===== src/rtl/onchip_mem_bist_pkg.sv =====
// Shared types and constants for the on-chip memory BIST initiator.
package onchip_mem_bist_pkg;

  typedef enum logic [2:0] {
    S_IDLE,
    S_WRITE,
    S_READ,
    S_DRAIN,
    S_DONE
  } state_e;

  localparam logic [31:0] PATTERN_INC = 32'h9E37_79B9;
  localparam int          ERR_W       = 16;

endpackage


===== src/rtl/onchip_mem_bist_master_if.sv =====
// Avalon-MM bus between the BIST initiator and the single-port on-chip memory.
interface onchip_mem_bist_master_if #(
  parameter int ADDR_W = 13,
  parameter int DATA_W = 32
);
  logic [ADDR_W-1:0]   m_address;
  logic [DATA_W/8-1:0] m_byteenable;
  logic                m_chipselect;
  logic                m_write;
  logic [DATA_W-1:0]   m_writedata;
  logic                m_clken;
  logic [DATA_W-1:0]   m_readdata;

  modport master (
    output m_address, m_byteenable, m_chipselect, m_write, m_writedata, m_clken,
    input  m_readdata
  );

  modport slave (
    input  m_address, m_byteenable, m_chipselect, m_write, m_writedata, m_clken,
    output m_readdata
  );
endinterface


===== src/rtl/onchip_mem_bist_patgen.sv =====
// Test-pattern accumulator: word(i) = seed + i*INC, built by repeated addition.
module onchip_mem_bist_patgen #(
  parameter int                DATA_W = 32,
  parameter logic [DATA_W-1:0] INC    = DATA_W'(onchip_mem_bist_pkg::PATTERN_INC)
) (
  input  logic              clk,
  input  logic              reset,
  input  logic              load,
  input  logic              en,
  input  logic [DATA_W-1:0] seed,
  output logic [DATA_W-1:0] word
);
  logic [DATA_W-1:0] word_q, word_d;

  // load and en together yield seed+INC, so the word after the one on the bus is ready.
  always_comb begin
    word_d = load ? seed : word_q;
    if (en) word_d = word_d + INC;
  end

  always_ff @(posedge clk) begin
    if (reset) word_q <= '0;
    else       word_q <= word_d;
  end

  assign word = word_q;
endmodule


===== src/rtl/onchip_mem_bist_master.sv =====
// Power-up memory self-test: write a pattern over a word range, read it back,
// compare, and report pass/fail, error count and first failing address.
module onchip_mem_bist_master #(
  parameter int                ADDR_W       = 13,
  parameter int                DATA_W       = 32,
  parameter int                DEPTH        = 5120,
  parameter int                READ_LATENCY = 1,
  parameter logic [DATA_W-1:0] PATTERN_INC  = DATA_W'(onchip_mem_bist_pkg::PATTERN_INC)
) (
  input  logic                                  clk,
  input  logic                                  reset,
  input  logic                                  start,
  input  logic [ADDR_W-1:0]                     base_addr,
  input  logic [ADDR_W:0]                       word_count,
  input  logic [DATA_W-1:0]                     seed,
  output logic                                  busy,
  output logic                                  done,
  output logic                                  pass,
  output logic                                  range_err,
  output logic [onchip_mem_bist_pkg::ERR_W-1:0] err_count,
  output logic [ADDR_W-1:0]                     first_err_addr,
  onchip_mem_bist_master_if.master              mem
);
  import onchip_mem_bist_pkg::*;

  localparam logic [ADDR_W:0]   IDX_ONE   = (ADDR_W+1)'(1);
  localparam logic [ADDR_W:0]   DRAIN_END = (ADDR_W+1)'(READ_LATENCY-1);
  localparam logic [ADDR_W+1:0] DEPTH_W   = (ADDR_W+2)'(DEPTH);
  localparam logic [ERR_W-1:0]  ERR_ONE   = ERR_W'(1);

  state_e                                  state_q, state_d;
  logic [ADDR_W-1:0]                       base_q, base_d;
  logic [ADDR_W:0]                         n_q, n_d;
  logic [ADDR_W:0]                         idx_q, idx_d;
  logic [DATA_W-1:0]                       seed_q, seed_d;
  logic                                    busy_q, busy_d;
  logic                                    done_q, done_d;
  logic                                    pass_q, pass_d;
  logic                                    range_err_q, range_err_d;
  logic [ERR_W-1:0]                        err_count_q, err_count_d;
  logic [ADDR_W-1:0]                       first_err_addr_q, first_err_addr_d;
  logic [ADDR_W-1:0]                       m_address_q, m_address_d;
  logic                                    m_cs_q, m_cs_d;
  logic                                    m_write_q, m_write_d;
  logic [DATA_W-1:0]                       m_wdata_q, m_wdata_d;
  logic [READ_LATENCY:1]                   vld_pipe_q, vld_pipe_d;
  logic [READ_LATENCY:1][DATA_W-1:0]       exp_pipe_q, exp_pipe_d;
  logic [READ_LATENCY:1][ADDR_W-1:0]       addr_pipe_q, addr_pipe_d;

  logic                                    pat_load, pat_en;
  logic [DATA_W-1:0]                       pat_seed, pat_word;
  logic                                    over_range;

  assign pat_seed   = (state_q == S_IDLE) ? seed : seed_q;
  assign over_range = ({2'b00, base_addr} + {1'b0, word_count}) > DEPTH_W;

  onchip_mem_bist_patgen #(
    .DATA_W (DATA_W),
    .INC    (PATTERN_INC)
  ) u_patgen (
    .clk   (clk),
    .reset (reset),
    .load  (pat_load),
    .en    (pat_en),
    .seed  (pat_seed),
    .word  (pat_word)
  );

  always_comb begin
    state_d          = state_q;
    base_d           = base_q;
    n_d              = n_q;
    idx_d            = idx_q;
    seed_d           = seed_q;
    busy_d           = busy_q;
    done_d           = 1'b0;
    pass_d           = pass_q;
    range_err_d      = range_err_q;
    err_count_d      = err_count_q;
    first_err_addr_d = first_err_addr_q;
    m_address_d      = m_address_q;
    m_cs_d           = m_cs_q;
    m_write_d        = m_write_q;
    m_wdata_d        = m_wdata_q;
    pat_load         = 1'b0;
    pat_en           = 1'b0;

    // During reads m_writedata carries the expected word, so it doubles as the pipe input.
    vld_pipe_d[1]  = m_cs_q & ~m_write_q;
    exp_pipe_d[1]  = m_wdata_q;
    addr_pipe_d[1] = m_address_q;
    for (int k = 2; k <= READ_LATENCY; k++) begin
      vld_pipe_d[k]  = vld_pipe_q[k-1];
      exp_pipe_d[k]  = exp_pipe_q[k-1];
      addr_pipe_d[k] = addr_pipe_q[k-1];
    end

    if (vld_pipe_q[READ_LATENCY] && (mem.m_readdata != exp_pipe_q[READ_LATENCY])) begin
      if (err_count_q != '1) err_count_d = err_count_q + ERR_ONE;
      if (err_count_q == '0) first_err_addr_d = addr_pipe_q[READ_LATENCY];
    end

    case (state_q)
      S_IDLE: begin
        if (start) begin
          base_d           = base_addr;
          n_d              = word_count;
          seed_d           = seed;
          err_count_d      = '0;
          first_err_addr_d = '0;
          pass_d           = 1'b0;
          busy_d           = 1'b1;
          if (word_count == '0) begin
            state_d     = S_DONE;
            done_d      = 1'b1;
            pass_d      = 1'b1;
            range_err_d = 1'b0;
          end else if (over_range) begin
            state_d     = S_DONE;
            done_d      = 1'b1;
            range_err_d = 1'b1;
          end else begin
            state_d     = S_WRITE;
            range_err_d = 1'b0;
            m_cs_d      = 1'b1;
            m_write_d   = 1'b1;
            m_address_d = base_addr;
            m_wdata_d   = seed;
            pat_load    = 1'b1;
            pat_en      = 1'b1;
            idx_d       = IDX_ONE;
          end
        end
      end
      S_WRITE, S_READ: begin
        if (idx_q == n_q) begin
          if (state_q == S_WRITE) begin
            state_d     = S_READ;
            m_write_d   = 1'b0;
            m_address_d = base_q;
            m_wdata_d   = seed_q;
            pat_load    = 1'b1;
            pat_en      = 1'b1;
            idx_d       = IDX_ONE;
          end else begin
            state_d = S_DRAIN;
            m_cs_d  = 1'b0;
            idx_d   = '0;
          end
        end else begin
          m_address_d = base_q + idx_q[ADDR_W-1:0];
          m_wdata_d   = pat_word;
          pat_en      = 1'b1;
          idx_d       = idx_q + IDX_ONE;
        end
      end
      S_DRAIN: begin
        // The last compare lands on this edge, so pass uses the updated count.
        if (idx_q == DRAIN_END) begin
          state_d = S_DONE;
          done_d  = 1'b1;
          pass_d  = (err_count_d == '0) && !range_err_q;
        end else begin
          idx_d = idx_q + IDX_ONE;
        end
      end
      S_DONE: begin
        state_d = S_IDLE;
        busy_d  = 1'b0;
      end
      default: state_d = S_IDLE;
    endcase
  end

  always_ff @(posedge clk) begin
    if (reset) begin
      state_q          <= S_IDLE;
      base_q           <= '0;
      n_q              <= '0;
      idx_q            <= '0;
      seed_q           <= '0;
      busy_q           <= 1'b0;
      done_q           <= 1'b0;
      pass_q           <= 1'b0;
      range_err_q      <= 1'b0;
      err_count_q      <= '0;
      first_err_addr_q <= '0;
      m_address_q      <= '0;
      m_cs_q           <= 1'b0;
      m_write_q        <= 1'b0;
      m_wdata_q        <= '0;
      vld_pipe_q       <= '0;
      exp_pipe_q       <= '0;
      addr_pipe_q      <= '0;
    end else begin
      state_q          <= state_d;
      base_q           <= base_d;
      n_q              <= n_d;
      idx_q            <= idx_d;
      seed_q           <= seed_d;
      busy_q           <= busy_d;
      done_q           <= done_d;
      pass_q           <= pass_d;
      range_err_q      <= range_err_d;
      err_count_q      <= err_count_d;
      first_err_addr_q <= first_err_addr_d;
      m_address_q      <= m_address_d;
      m_cs_q           <= m_cs_d;
      m_write_q        <= m_write_d;
      m_wdata_q        <= m_wdata_d;
      vld_pipe_q       <= vld_pipe_d;
      exp_pipe_q       <= exp_pipe_d;
      addr_pipe_q      <= addr_pipe_d;
    end
  end

  assign busy             = busy_q;
  assign done             = done_q;
  assign pass             = pass_q;
  assign range_err        = range_err_q;
  assign err_count        = err_count_q;
  assign first_err_addr   = first_err_addr_q;
  assign mem.m_address    = m_address_q;
  assign mem.m_chipselect = m_cs_q;
  assign mem.m_write      = m_write_q;
  assign mem.m_writedata  = m_wdata_q;
  assign mem.m_byteenable = '1;
  assign mem.m_clken      = 1'b1;
endmodule


===== src/flat_wrapper.sv =====
// flat-port wrapper written by rule: the top's interface ports become plain ports
module onchip_mem_bist_master_flat import onchip_mem_bist_pkg::*;
#(
  parameter int                ADDR_W       = 13,
  parameter int                DATA_W       = 32,
  parameter int                DEPTH        = 5120,
  parameter int                READ_LATENCY = 1,
  parameter logic [DATA_W-1:0] PATTERN_INC  = DATA_W'(onchip_mem_bist_pkg::PATTERN_INC)
)
  (clk, reset, start, base_addr, word_count, seed, busy, done, pass, range_err, err_count, first_err_addr, mem_m_address, mem_m_byteenable, mem_m_chipselect, mem_m_write, mem_m_writedata, mem_m_clken, mem_m_readdata);
  onchip_mem_bist_master_if #(.ADDR_W(ADDR_W), .DATA_W(DATA_W)) mem_i ();
  input  logic clk;
  input  logic reset;
  input  logic start;
  input  logic [ADDR_W-1:0] base_addr;
  input  logic [ADDR_W:0] word_count;
  input  logic [DATA_W-1:0] seed;
  output logic busy;
  output logic done;
  output logic pass;
  output logic range_err;
  output logic [onchip_mem_bist_pkg::ERR_W-1:0] err_count;
  output logic [ADDR_W-1:0] first_err_addr;
  output wire logic [$bits(mem_i.m_address)-1:0] mem_m_address;
  output wire logic [$bits(mem_i.m_byteenable)-1:0] mem_m_byteenable;
  output wire logic [$bits(mem_i.m_chipselect)-1:0] mem_m_chipselect;
  output wire logic [$bits(mem_i.m_write)-1:0] mem_m_write;
  output wire logic [$bits(mem_i.m_writedata)-1:0] mem_m_writedata;
  output wire logic [$bits(mem_i.m_clken)-1:0] mem_m_clken;
  input wire logic [$bits(mem_i.m_readdata)-1:0] mem_m_readdata;
  assign mem_m_address = mem_i.m_address;
  assign mem_m_byteenable = mem_i.m_byteenable;
  assign mem_m_chipselect = mem_i.m_chipselect;
  assign mem_m_write = mem_i.m_write;
  assign mem_m_writedata = mem_i.m_writedata;
  assign mem_m_clken = mem_i.m_clken;
  assign mem_i.m_readdata = mem_m_readdata;
  onchip_mem_bist_master #(.ADDR_W(ADDR_W), .DATA_W(DATA_W), .DEPTH(DEPTH), .READ_LATENCY(READ_LATENCY), .PATTERN_INC(PATTERN_INC)) u_core (.clk(clk), .reset(reset), .start(start), .base_addr(base_addr), .word_count(word_count), .seed(seed), .busy(busy), .done(done), .pass(pass), .range_err(range_err), .err_count(err_count), .first_err_addr(first_err_addr), .mem(mem_i));
endmodule

===== config.mk =====
export PLATFORM = sky130hd
export DESIGN_NAME = onchip_mem_bist_master_flat
export DESIGN_NICKNAME = d
export VERILOG_FILES = /design/src/rtl/onchip_mem_bist_pkg.sv /design/src/rtl/onchip_mem_bist_master_if.sv /design/src/rtl/onchip_mem_bist_patgen.sv /design/src/rtl/onchip_mem_bist_master.sv /design/src/flat_wrapper.sv
export SDC_FILE = /design/constraint.sdc
export NUM_CORES = 1
export LEC_CHECK = 0
export CORE_ASPECT_RATIO = 0.9
export CORE_UTILIZATION = 25
export CTS_BUF_LIST = sky130_fd_sc_hd__clkbuf_8
export DETAILED_ROUTE_END_ITERATION = 12
export GPL_TIMING_DRIVEN = 0
export PLACE_DENSITY = 0.46
export SKIP_CTS_REPAIR_TIMING = 1
export SLEW_MARGIN = 20
export SYNTH_ARGS = -nofsm -noshare
export SYNTH_HDL_FRONTEND = slang
export SYNTH_HIERARCHICAL = 1
export SYNTH_SLANG_ARGS = --single-unit

===== constraint.sdc =====
create_clock -name clk -period 12.7 [get_ports clk]
set_input_delay 1.27 -clock clk [delete_from_list [all_inputs] [get_ports clk]]
set_output_delay 1.27 -clock clk [all_outputs]
set_load 0.005 [all_outputs]

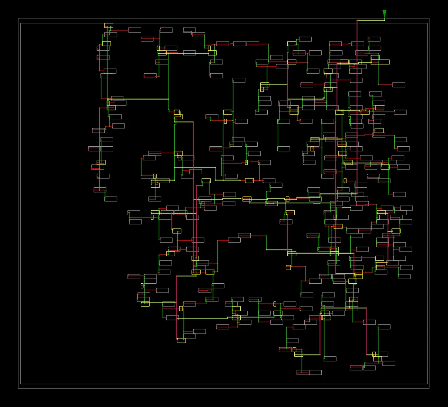
*Clock wiring as the flow saved it, run 1*
Clock group: 0.782 mW
flip-flops: 234
CLK BUF: 58

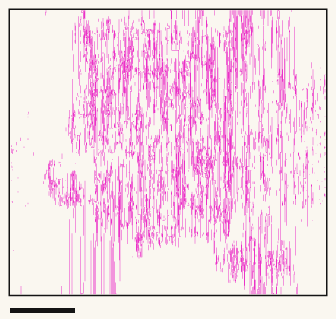
*The metal 2 layer, run 1*
The bar under the picture is 50 um long.
nets with wire on the layer: 1,634
main direction: vertical
share of all routed wire: 42%
wire length on this layer: 21.6 mm
longest straight run: 78.2 um

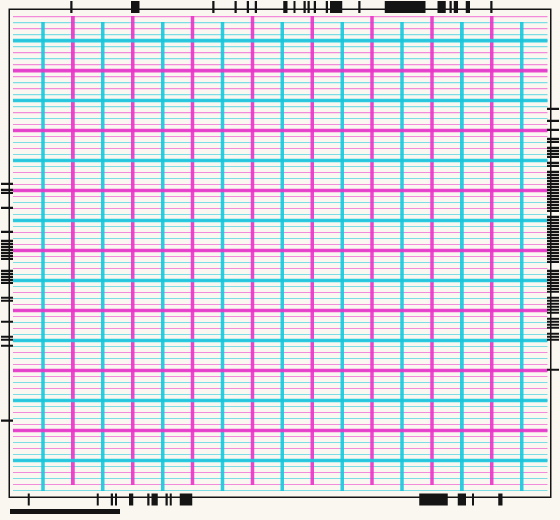
*Power grid, run 1*
The bar under the picture is 50 um long. Pins as bars on the die edge.
| net | color |
|---|---|
| VSS | cyan |
| VDD | magenta |
met5 straps: 15
signal pins: 179
die outline height: 221 um
core box area: 0.0521 mm2
die outline width: 245 um

==> run 1: worst reg2reg max path, stage by stage (launching register included) <==
cell                        delay, ns
sky130_fd_sc_hd__dfxtp_1         0.57
sky130_fd_sc_hd__xor2_1          0.13
sky130_fd_sc_hd__nor4_1          0.29
sky130_fd_sc_hd__nand4_1         0.45
sky130_fd_sc_hd__clkbuf_1        0.51
sky130_fd_sc_hd__clkbuf_1        0.38
sky130_fd_sc_hd__nor2_1          0.23
sky130_fd_sc_hd__a31oi_1         0.07
sky130_fd_sc_hd__nor3_2          0.64
sky130_fd_sc_hd__buf_6           0.26
sky130_fd_sc_hd__buf_4           0.21
sky130_fd_sc_hd__buf_6           0.19
sky130_fd_sc_hd__buf_2           0.33
sky130_fd_sc_hd__buf_2           0.36
sky130_fd_sc_hd__mux2_2          0.25
sky130_fd_sc_hd__ha_1            0.20
sky130_fd_sc_hd__a211oi_1        0.08
sky130_fd_sc_hd__a21oi_1         0.41
sky130_fd_sc_hd__o21ai_1         0.29
sky130_fd_sc_hd__a2111oi_0       0.69
sky130_fd_sc_hd__o21ai_0         0.32
sky130_fd_sc_hd__xnor2_1         0.22
sky130_fd_sc_hd__nor2_1          0.05
==> run 1: area by class of cell <==
class	count	share of cell area, %
multi-input cells	1343	47.6
flip-flops and latches	234	27.8
repair buffers	172	10.2
well taps	688	5.12
clock buffers	58	4.74
plain buffers	116	3.03
clock inverters	24	0.848
inverters	26	0.580
==> run 1: where the power goes <==
group / switching, mW / leakage (nW) / internal (mW) / total [mW]
registers: 0.0657 / 1.90 / 0.802 / 0.868
logic: 0.465 / 3.98 / 0.276 / 0.741
clock network: 0.350 / 0.537 / 0.433 / 0.782
==> notes.md, run 1 <==
On the backend side, the flow ran end to end.

Yosys stat counts between 1,500 and 2,000 cells in the synthesized netlist. Per the cell usage report, the commonest logic cell in the layout is sky130_fd_sc_hd__nand2_1. The flow ran to the end, and the final reports show no timing, DRC or antenna violations. TritonRoute output was used to compute an average wire per cell of 19.1 um. The worst hold path stage count stands at 2.

The logic area stands at 0.00801 mm2. For reference, the final report shows the hold violation count at 0. The buffer depth of the longest clock path stands at 3. The critical path runs through a total of 25 cells.

The worst hold path begins at u_core/addr_pipe_q[1]. The minimum setup slack among reg-to-reg paths stands at roughly 5.4 ns. After synthesis, the share of flip-flops with an asynchronous set or reset is 0%. The layout overhead on the synthesized area stands at 26.7%.

In the synthesized netlist, the number of instances is 1,715. Following the worst setup path forward leads to its endpoint at u_core/u_patgen/word[24]. The worst-case setup slack after placement stands at 3.40 ns. Once routing completed, OpenROAD measured the worst setup slack at 3.74 ns.

The number of distinct library cells after synthesis stands at approximately 83. Per the CTS log, the root buffer master is sky130_fd_sc_hd__clkbuf_8. The peak ir drop on the vdd network stands at 0.0637 mV. The standard-cell row count stands at 79. In this run the top signal layer used is met4.

Of all nets on the critical path, the largest fanout is 10. The number of antenna violations at the first check in global routing was 0. Nets still carrying antenna violations after routing amount to 0.

Per the detail_route report, vias per standard cell equal 4.96. The main area contributors are sky130_fd_sc_hd__dfxtp_1 35%, sky130_fd_sc_hd__nand2_1 8.9%, sky130_fd_sc_hd__a21oi_1 6.2%, sky130_fd_sc_hd__mux2i_1 5.7%, sky130_fd_sc_hd__o21ai_0 4.6%. The sequential area share after synthesis stands at around a third. For this configuration, the core starts out at a cell density of 25.5%. The cell-mix breakdown from Yosys lists the compound-gate area share as 19.1%. The final count of negative-setup-slack endpoints stands at 0. The power per standard cell area stands at around 140 mW/mm2.

Looking at the max-slew report, the worst-margin pin has a slew of ~1.0 ns. After the first detailed-routing iteration, the DRC count stood at 1,038. Routing resource usage on met2 recorded by global route was 27.9%. Per the placement report, the placed cell count is 2,579.

Entering global routing, the biggest net connects 13 pins. OpenSTA lists the critical path startpoint as base_addr[0]. Of the cells placed in the final design, the portion with a size suffix greater than 1 is 6.34%. The total wire length stands at 50.9 mm.
--- run 2 (diff from run 1) ---
==> constraint.sdc (replaced) <==
create_clock -name clk -period 9.2 [get_ports clk]
set_input_delay 0.92 -clock clk [delete_from_list [all_inputs] [get_ports clk]]
set_output_delay 0.92 -clock clk [all_outputs]
set_load 0.005 [all_outputs]
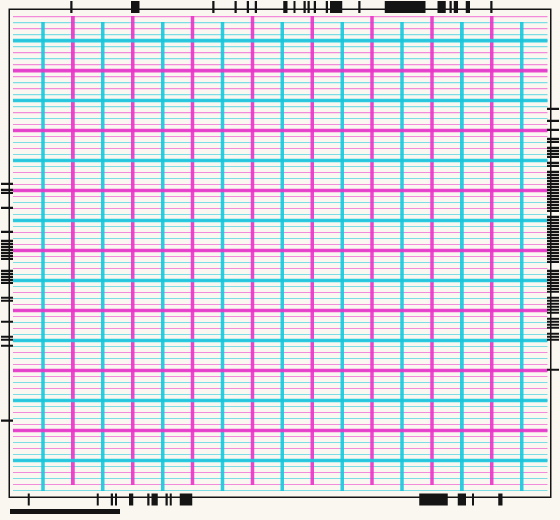
*Power grid, run 2*
The bar under the picture is 50 um long. Pins as bars on the die edge.
| net | color |
|---|---|
| VDD | magenta |
| VSS | cyan |
met1 rails: 80
met4 straps: 17
Worst IR Drop VDD: 0.0879 mV

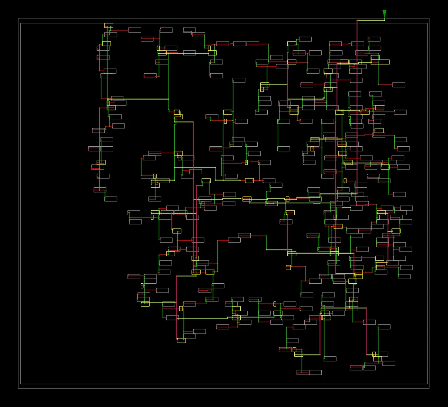
*Clock wiring as the flow saved it, run 2*
clock buffer count from CTS: 45
sink count of the clock tree: 234
Late-Pin Clk Latency: 0.62 ns

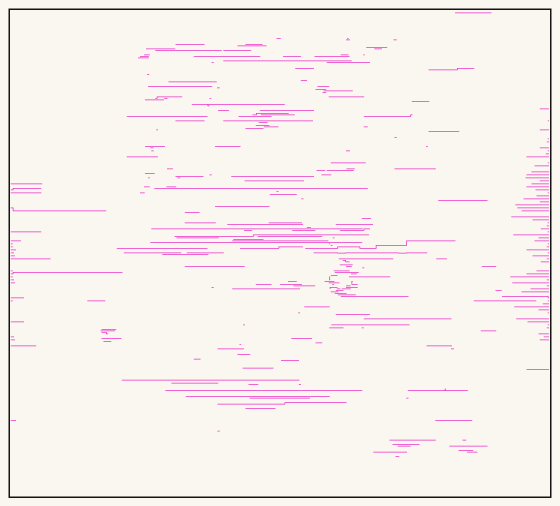
*Signal wires on met3, run 2*
wire length on this layer: 3,390 um
share of all routed wire: 6.7%
main direction: horizontal
total vias in the final route: 13,200
overall routed net length: 50.9 mm
met3 global-route usage: 3.70%

==> notes.md, run 2 <==
On the backend side, the flow ran end to end.

The share of the core filled by cells before placement stands at 25.5% (unchanged). The count of placed standard cells including taps stands at 2,579 (unchanged). The capture point of the critical path is u_core/u_patgen/word[24] (unchanged).

The net switching share of the total power stands at 36.8% (about the same). The fraction of synthesis flops using an asynchronous set or reset pin is 0% (unchanged). The fraction of layout instances using a drive strength above 1 is 6.34% (unchanged). Run status: completed (unchanged). The synthesized instance count stands at 1,715 (unchanged).

The met2 track demand over resource in global routing was 27.9% (unchanged). The worst-path maximum fanout was 10 (unchanged). The floorplan core area stands at 0.0521 mm2 (unchanged).

The beginning of the worst hold path is u_core/addr_pipe_q[1] (unchanged). The standard-cell row count stands at 79 (unchanged). The number of hold-slack violations in the final timing report stands at 0 (unchanged). The power per standard cell area stands at 196 mW/mm2 (was 142 mW/mm2). The switching power came to 1.22 mW (was 0.880 mW).

The number of violations reported at the end of detailed-routing iteration 0 stands at 1,038 (unchanged). The detail-routed net length per standard cell is 19.1 um (unchanged). The worst hold path stage count stands at 2 (unchanged).

The pin count of the biggest net entering global routing came to 13 (unchanged). The minimum setup slack among reg-to-reg paths stands at 1.94 ns (was 5.44 ns). The number of antenna-violating nets in the routed design stands at 0 (unchanged). The layout overhead on the synthesized area is 26.7% (unchanged). The buffer depth of the longest clock path stands at 3 (unchanged). The critical path startpoint was base_addr[0] (unchanged). The sequential area share after synthesis stands at 35.3% (unchanged).

The commonest non-fill, non-tap cell in the layout was sky130_fd_sc_hd__nand2_1 (unchanged).
run 2: how the worst min path moves through the flow:
stage	end	slack, ns
floorplan	u_core/first_err_addr[0]	0.44
global placement	u_core/first_err_addr[2]	0.44
detailed placement	u_core/first_err_addr[8]	0.46
CTS	u_core/first_err_addr[1]	0.46
global route	u_core/first_err_addr[0]	0.48
finish	u_core/first_err_addr[1]	0.45
run 2: kinds of logic (layout without fill, tap and decap cells):
| kind of cell | count (synthesis) | count (layout) |
|---|---|---|
| and+or+nand+nor | 702 | 702 |
| xor gates and xnor gates | 98 | 98 |
| AOI/OAI and AO/OA | 421 | 421 |
| other | 1 | 5 |
| DFF | 234 | 234 |
| muxes | 85 | 85 |
| adders and majority gates | 32 | 32 |
| buffers and inverters | 142 | 396 |
run 2: power groups by stage:
stage	combinational (mW)	clock [mW]	sequential (mW)
floorplan	0.653	0	1.19
global placement	1.00	0	1.22
detailed placement	1.01	0	1.22
CTS	1.01	1.12	1.20
global route	1.12	1.17	1.21
finish	1.02	1.08	1.20
run 2: critical path: cells and delay by family:
family                     cells  cell delay, ns
AOI/OAI and AO/OA             10            3.44
xor gates and xnor gates       1            0.22
adders and majority gates      3            0.94
buffers and inverters          6            1.90
muxes                          1            0.25
and+or+nand+nor                4            1.37
run 2: area by class of cell:
| class | count | area (um2) | area share [%] |
|---|---|---|---|
| Multi-Input combinational cell | 1343 | 8010 | 47.6 |
| Sequential cell | 234 | 4680 | 27.8 |
| Timing Repair Buffer | 172 | 1720 | 10.2 |
| Tap cell | 688 | 861 | 5.12 |
| Clock buffer | 58 | 798 | 4.74 |
| Buffer | 116 | 509 | 3.03 |
| Clock inverter | 24 | 143 | 0.848 |
| Inverter | 26 | 97.6 | 0.580 |
Power figures rest on the tool's default switching activity, not on a simulated workload.
